Figure 1. Selected gate families.
Scale: 2 px per µm.
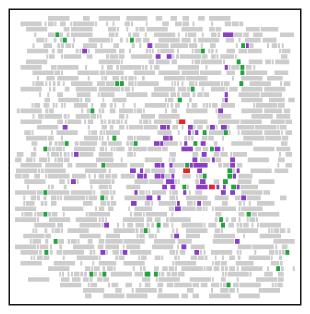
Figure 2. Routing congestion map.
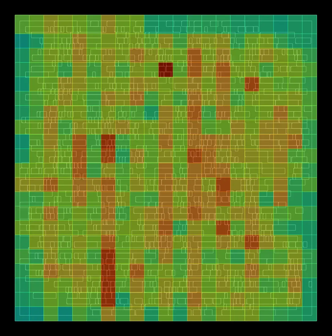
Figure 3. Drive-strength map.
Scale: 2 px per µm.
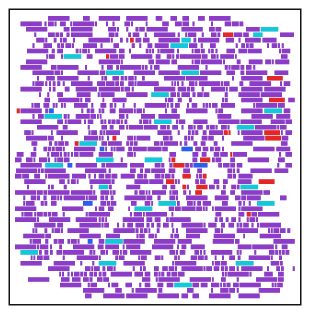
Figure 4. Signal wires on met3.
Scale: 3 px per µm.
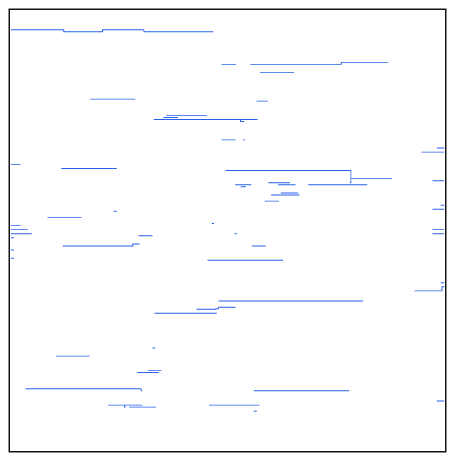
## config.mk

```make
export PLATFORM = sky130hd
export DESIGN_NAME = keypad_event_decoder
export DESIGN_NICKNAME = d
export VERILOG_FILES = /design/src/rtl/keypad_pkg.sv /design/src/rtl/keypad_evt_fifo.sv /design/src/rtl/keypad_event_decoder.sv
export SDC_FILE = /design/constraint.sdc
export NUM_CORES = 1
export LEC_CHECK = 0
export CORE_AREA = 2 2 143 145
export DETAILED_ROUTE_END_ITERATION = 7
export DIE_AREA = 0 0 145 147
export PLACE_DENSITY_LB_ADDON = 0.1
export SLEW_MARGIN = 10
export SYNTH_ARGS = -nofsm -noshare
export SYNTH_HDL_FRONTEND = slang
export SYNTH_SLANG_ARGS = --single-unit
```

## constraint.sdc

```tcl
create_clock -name clk -period 8.48 [get_ports clk]
set_input_delay 2.544 -clock clk [delete_from_list [all_inputs] [get_ports clk]]
set_output_delay 2.544 -clock clk [all_outputs]
set_load 0.01 [all_outputs]
```

## src/rtl/keypad_pkg.sv

```systemverilog
// keypad_pkg: shared keypad constants and the buffered event record
package keypad_pkg;
  localparam int KEY_NUM = 16;
  localparam int KEYCODE_W = 4;
  typedef struct packed {
    logic [KEYCODE_W-1:0] code;
    logic press;
    logic rpt;
  } evt_t;
  localparam int EVT_W = $bits(evt_t);
endpackage

```

## src/rtl/keypad_evt_fifo.sv

```systemverilog
// keypad_evt_fifo: first-word-fall-through event FIFO with a registered head; clk/rst, wr/din in, rd/dout/valid/full out, DEPTH counts the head entry
module keypad_evt_fifo
  import keypad_pkg::*;
#(
  parameter int DEPTH = 4
) (
  input  logic             clk,
  input  logic             rst,
  input  logic             wr,
  input  logic [EVT_W-1:0] din,
  input  logic             rd,
  output logic [EVT_W-1:0] dout,
  output logic             valid,
  output logic             full
);
  localparam int AW = $clog2(DEPTH);
  logic [EVT_W-1:0] mem [DEPTH];
  logic [AW:0] wp, rp, ram_cnt;
  logic take, load;
  assign ram_cnt = wp - rp;
  assign take = valid & rd;
  assign load = |ram_cnt & (~valid | take);
  assign full = (ram_cnt + (AW+1)'(valid)) == (AW+1)'(DEPTH);
  always_ff @(posedge clk)
    if (wr) mem[wp[AW-1:0]] <= din;
  always_ff @(posedge clk)
    if (rst) begin
      wp <= '0;
      rp <= '0;
      valid <= 1'b0;
      dout <= '0;
    end else begin
      if (wr) wp <= wp + (AW+1)'(1);
      if (load) begin
        rp <= rp + (AW+1)'(1);
        dout <= mem[rp[AW-1:0]];
      end
      valid <= load | (valid & ~take);
    end
endmodule

```

## src/rtl/keypad_event_decoder.sv

```systemverilog
// keypad_event_decoder: debounces a 16-key active-low map, emits buffered press/release keycode events (auto-repeat when KEYPAD_AUTOREPEAT_EN is defined)
module keypad_event_decoder
  import keypad_pkg::*;
#(
  parameter int SAMPLE_DIV = 50000,
  parameter int DEBOUNCE_CNT = 10,
  parameter int FIFO_DEPTH = 4
`ifdef KEYPAD_AUTOREPEAT_EN
  ,
  parameter int REPEAT_DELAY = 500,
  parameter int REPEAT_RATE = 100
`endif
) (
  input  logic                 clk,
  input  logic                 rst,
  input  logic [KEY_NUM-1:0]   key_raw,
  output logic [KEY_NUM-1:0]   key_state,
  output logic                 evt_valid,
  input  logic                 evt_ready,
  output logic [KEYCODE_W-1:0] evt_code,
  output logic                 evt_press,
  output logic                 evt_repeat,
  output logic                 evt_overflow
);
  localparam int PW = $clog2(SAMPLE_DIV);
  logic [PW-1:0] presc;
  logic tick;
  logic [7:0] cnt [KEY_NUM];
  logic [KEY_NUM-1:0] reported, pending;
  logic [KEYCODE_W-1:0] low;
  logic full, rd, room, edge_wr, wr;
  evt_t din, head, edge_evt;
  assign tick = presc == PW'(SAMPLE_DIV-1);
  always_ff @(posedge clk)
    presc <= (rst || tick) ? '0 : presc + PW'(1);
  always_ff @(posedge clk)
    if (rst) begin
      key_state <= '0;
      for (int i = 0; i < KEY_NUM; i++) cnt[i] <= '0;
    end else if (tick) begin
      for (int i = 0; i < KEY_NUM; i++)
        if (key_raw[i] != key_state[i]) cnt[i] <= '0;
        else if (cnt[i] == 8'(DEBOUNCE_CNT-1)) begin
          key_state[i] <= ~key_state[i];
          cnt[i] <= '0;
        end else cnt[i] <= cnt[i] + 8'd1;
    end
  assign pending = key_state ^ reported;
  always_comb begin
    low = '0;
    for (int i = KEY_NUM-1; i >= 0; i--) if (pending[i]) low = KEYCODE_W'(i);
  end
  assign rd = evt_valid & evt_ready;
  assign room = ~full | rd;
  assign edge_wr = |pending & room;
  assign edge_evt = evt_t'{code: low, press: key_state[low], rpt: 1'b0};
  always_ff @(posedge clk)
    if (rst) begin
      reported <= '0;
      evt_overflow <= 1'b0;
    end else begin
      if (edge_wr) reported[low] <= key_state[low];
      if (|pending && !room) evt_overflow <= 1'b1;
    end
`ifdef KEYPAD_AUTOREPEAT_EN
  localparam int RW = $clog2((REPEAT_DELAY > REPEAT_RATE ? REPEAT_DELAY : REPEAT_RATE) + 1);
  logic [KEYCODE_W-1:0] target;
  logic [RW-1:0] timer;
  logic armed, in_delay, rpt_req, held, rpt_wr;
  assign held = armed & key_state[target];
  assign rpt_wr = ~|pending & rpt_req & held & room;
  assign wr = edge_wr | rpt_wr;
  assign din = edge_wr ? edge_evt : evt_t'{code: target, press: 1'b1, rpt: 1'b1};
  always_ff @(posedge clk)
    if (rst) begin
      target <= '0;
      timer <= '0;
      armed <= 1'b0;
      in_delay <= 1'b0;
      rpt_req <= 1'b0;
    end else if (edge_wr && key_state[low]) begin
      target <= low;
      timer <= '0;
      armed <= 1'b1;
      in_delay <= 1'b1;
      rpt_req <= 1'b0;
    end else if (!held) begin
      timer <= '0;
      armed <= 1'b0;
      rpt_req <= 1'b0;
    end else begin
      if (rpt_wr) rpt_req <= 1'b0;
      if (tick) begin
        if (timer == RW'((in_delay ? REPEAT_DELAY : REPEAT_RATE) - 1)) begin
          timer <= '0;
          in_delay <= 1'b0;
          rpt_req <= 1'b1;
        end else timer <= timer + RW'(1);
      end
    end
`else
  assign wr = edge_wr;
  assign din = edge_evt;
`endif
  keypad_evt_fifo #(.DEPTH(FIFO_DEPTH)) u_fifo (
    .clk(clk),
    .rst(rst),
    .wr(wr),
    .din(din),
    .rd(rd),
    .dout(head),
    .valid(evt_valid),
    .full(full)
  );
  assign evt_code = head.code;
  assign evt_press = head.press;
  assign evt_repeat = head.rpt;
endmodule

```

==> out/qor.tcl <==
set qor(async_reset_ff_share_pct) 0
set qor(postCtsHoldBufs) 0
set qor(sequence_of_cells_on_the_critical_path) {buf_2 > buf_4 > nand2b_4 > buf_4}
set qor(p_per_area_nw_per_um2) 202.4
set qor(synth_sequential_area_ratio_pct) 53.20
set qor(overflow) 0
set qor(path_clk_slew_ns) 0.06
set qor(finalWirelength_um) 19770
set qor(p_comb_share_pct) 12.6
set qor(yosys-stat-cells) 990
set qor(max_slew.worst_pin.slew_ns) 0.9548
set qor(clk_sink_count) 209
set qor(hold_class) {reg -> reg}
set qor(hpwl_dp_um) 13240
set qor(ff_latch_area_um2) 5665
set qor(flow.area_growth_from_synthesis_pct) 12.87
set qor(synth_top_flop_cell) {sky130_fd_sc_hd__edfxtp_1}
set qor(postRouteAntennaNets) 0
set qor(path_common_cell) {sky130_fd_sc_hd__buf_4}
set qor(groute.layer.met3.usage_pct) 2.671
set qor(path_delay_family) {buffers and inverters}
set qor(floorplan.nets) 1051
set qor(timing.slew.headroom_pct) 36.28
set qor(drt_iter0_markers) 457
set qor(yosysUniqueCellTypes) 59
set qor(core_area_um2) 19840
set qor(share_of_the_synthesized_area_in_the_top_cell_type_pct) 41.73
set qor(place.gp.congestion) 0.8058
set qor(routed-wl-met3_um) 686
set qor(die_w_um) 145
set qor(final-comb-area_um2) 4786
set qor(hold_viol) 0
set qor(rr_worst_depth) 10
set qor(leakagePower_nw) 4.170
set qor(stage_log_warnings) 45
set qor(critical_path.n_buffers_inverters) 3
set qor(grt_use_met2_pct) 30.62
set qor(clockBufferDepth) 3
set qor(top_signal_layer_used) {met4}
set qor(period_minus_slack_ns) 4.300
set qor(wirelength_met1_um) 9766
set qor(first_global_vias) 6773
set qor(setup.worst_path.end_class) {register}
set qor(tritoncts) {done}
set qor(worst_hold_path.endpoint) {presc[0]}
set qor(startpoint_of_the_lowest_slack_register_to_register_path) {u_fifo.rp[0]}
set qor(design.portCount) 43
set qor(most-common-layout-cells) {216 x sky130_fd_sc_hd__nor2_1, 148 x sky130_fd_sc_hd__edfxtp_1, 101 x sky130_fd_sc_hd__nand3_1}
set qor(synthTopCellsByCount) {217 x sky130_fd_sc_hd__nor2_1, 148 x sky130_fd_sc_hd__edfxtp_1, 101 x sky130_fd_sc_hd__nand3_1}
set qor(worst-path-max-fanout) 69
set qor(num-fill-cells) 1675
set qor(p_switching_w) 0.0005957
set qor(most_area_consuming_cells_after_synthesis) {sky130_fd_sc_hd__edfxtp_1 42%, sky130_fd_sc_hd__dfxtp_1 11%, sky130_fd_sc_hd__nor2_1 7.6%}
set qor(num_rows) 52
set qor(max_slew_violation_count) 0
set qor(synth.yosys.chip_area_um2) 10650
set qor(power_frac_clock_pct) 37.4
set qor(cts.root.buffer_cell) {sky130_fd_sc_hd__clkbuf_16}
set qor(timing.reg2reg.setup_slack_ns) 5.16
set qor(initial_utilization_pct) 53.66
set qor(post_drt_wl_per_cell_um) 14.91
set qor(total_power_w) 0.002433
set qor(status) {completed}
set qor(dr.pass1.iters) 5
set qor(switching_share_pct) 24.49
set qor(fmax_mhz) 232.5
set qor(synth-edff-count) 148
set qor(arrival_worst_endpoint_ns) 4.43
set qor(crit_path_drt_ns) 8.61
set qor(netlist_instances) 990
set qor(fin_nets) 1101
set qor(synth_area_per_cell_um2) 10.76
set qor(setup_total_negative_slack_ns) 0
set qor(grt_pass1_wl_um) 33430
set qor(antenna_diode_instance_count) 0
set qor(yosysMostFrequentCell) {sky130_fd_sc_hd__nor2_1}
set qor(fin_worst_skew_ns) 0.009961
set qor(drt-vias-per-instance) 5.343
Back to the opening pictures, Figure 1:
purple -> inverting AOI/OAI gates  # cells 74
green -> AND and OR gates  # cells 47, where spread over the die
red -> AND-OR and OR-AND gates  # cells 3

Back to the opening pictures, Figure 2:
post-route core utilization: 60.57%
total routing usage reported by global routing: 18.79%
met1 demand-to-capacity share in global routing: 26.81%

Back to the opening pictures, Figure 3:
red -> _2 cells  # cells 24, share 2.3%
purple -> _0 and _1 cells  # cells 999, share 95%
blue -> _3 and _4 cells  # cells 7, share 0.66%
cyan -> _6 and larger  # cells 26, share 2.5%

Back to the opening pictures, Figure 4:
nets with wire on the layer = 38
wire length on this layer = 687 µm
share of all routed wire = 3.5%

## power by group through the flow
| stage | clock network, W | logic (W) | registers [W] |
|---|---|---|---|
| 5_1_grt | 0.000982 | 0.000342 | 0.00123 |
| 3_3_place_gp | 0 | 0.000306 | 0.00124 |
| 4_1_cts | 0.000939 | 0.000312 | 0.00122 |
| 3_5_place_dp | 0 | 0.000309 | 0.00124 |
| 2_1_floorplan | 0 | 0.000231 | 0.00123 |
| 6_report | 0.000911 | 0.000306 | 0.00122 |
## cell families after synthesis
logic type               Yosys count  synth area share (%)
buffers and inverters             52                 1.950
AND/OR/NAND/NOR                  441                 19.62
adder cells (fa/ha/maj)           42                 5.005
multiplexers                      15                 2.009
AND-OR/OR-AND                     77                 5.393
flip-flops                       209                 53.20
XOR/XNOR                         153                 12.78
other                              1               0.03521
## flip-flops by register name, indices dropped and copies added (netlist names), 3 cells and up
register	cells
cnt	128
reported	16
presc	16
key_state	16
u_fifo.rp	3
u_fifo.dout	5
u_fifo.wp	3
u_fifo.mem	20
## stage by stage
stage / setup slack [ns] / utilization (%) / cells
after floorplan: 1.106 / - / 990
after global placement: 3.594 / 57.17 / 1285
after detailed placement: 3.608 / 57.17 / 1285
after CTS: 4.135 / 60.57 / 1326
after global routing: 4.005 / 60.57 / 1326
final: 4.180 / 60.57 / 1326
## layout make-up
type	count	share of cell area [%]
Tap cell	270	2.811
Clock buffer	40	5.569
Clock inverter	1	0.04164
Sequential cell	209	47.14
Multi-Input combinational cell	729	39.82
Timing Repair Buffer	45	3.623
Inverter	32	0.9994
## worst max-delay path by stage
stage / to / startpoint
2_1_floorplan: cnt[0][0] / rst
3_5_place_dp: cnt[0][57] / rst
6_report: cnt[0][62] / rst
4_1_cts: cnt[0][57] / rst
3_3_place_gp: cnt[0][61] / rst
5_1_grt: cnt[0][63] / rst
Power figures rest on the tool's default switching activity, not on a simulated workload.
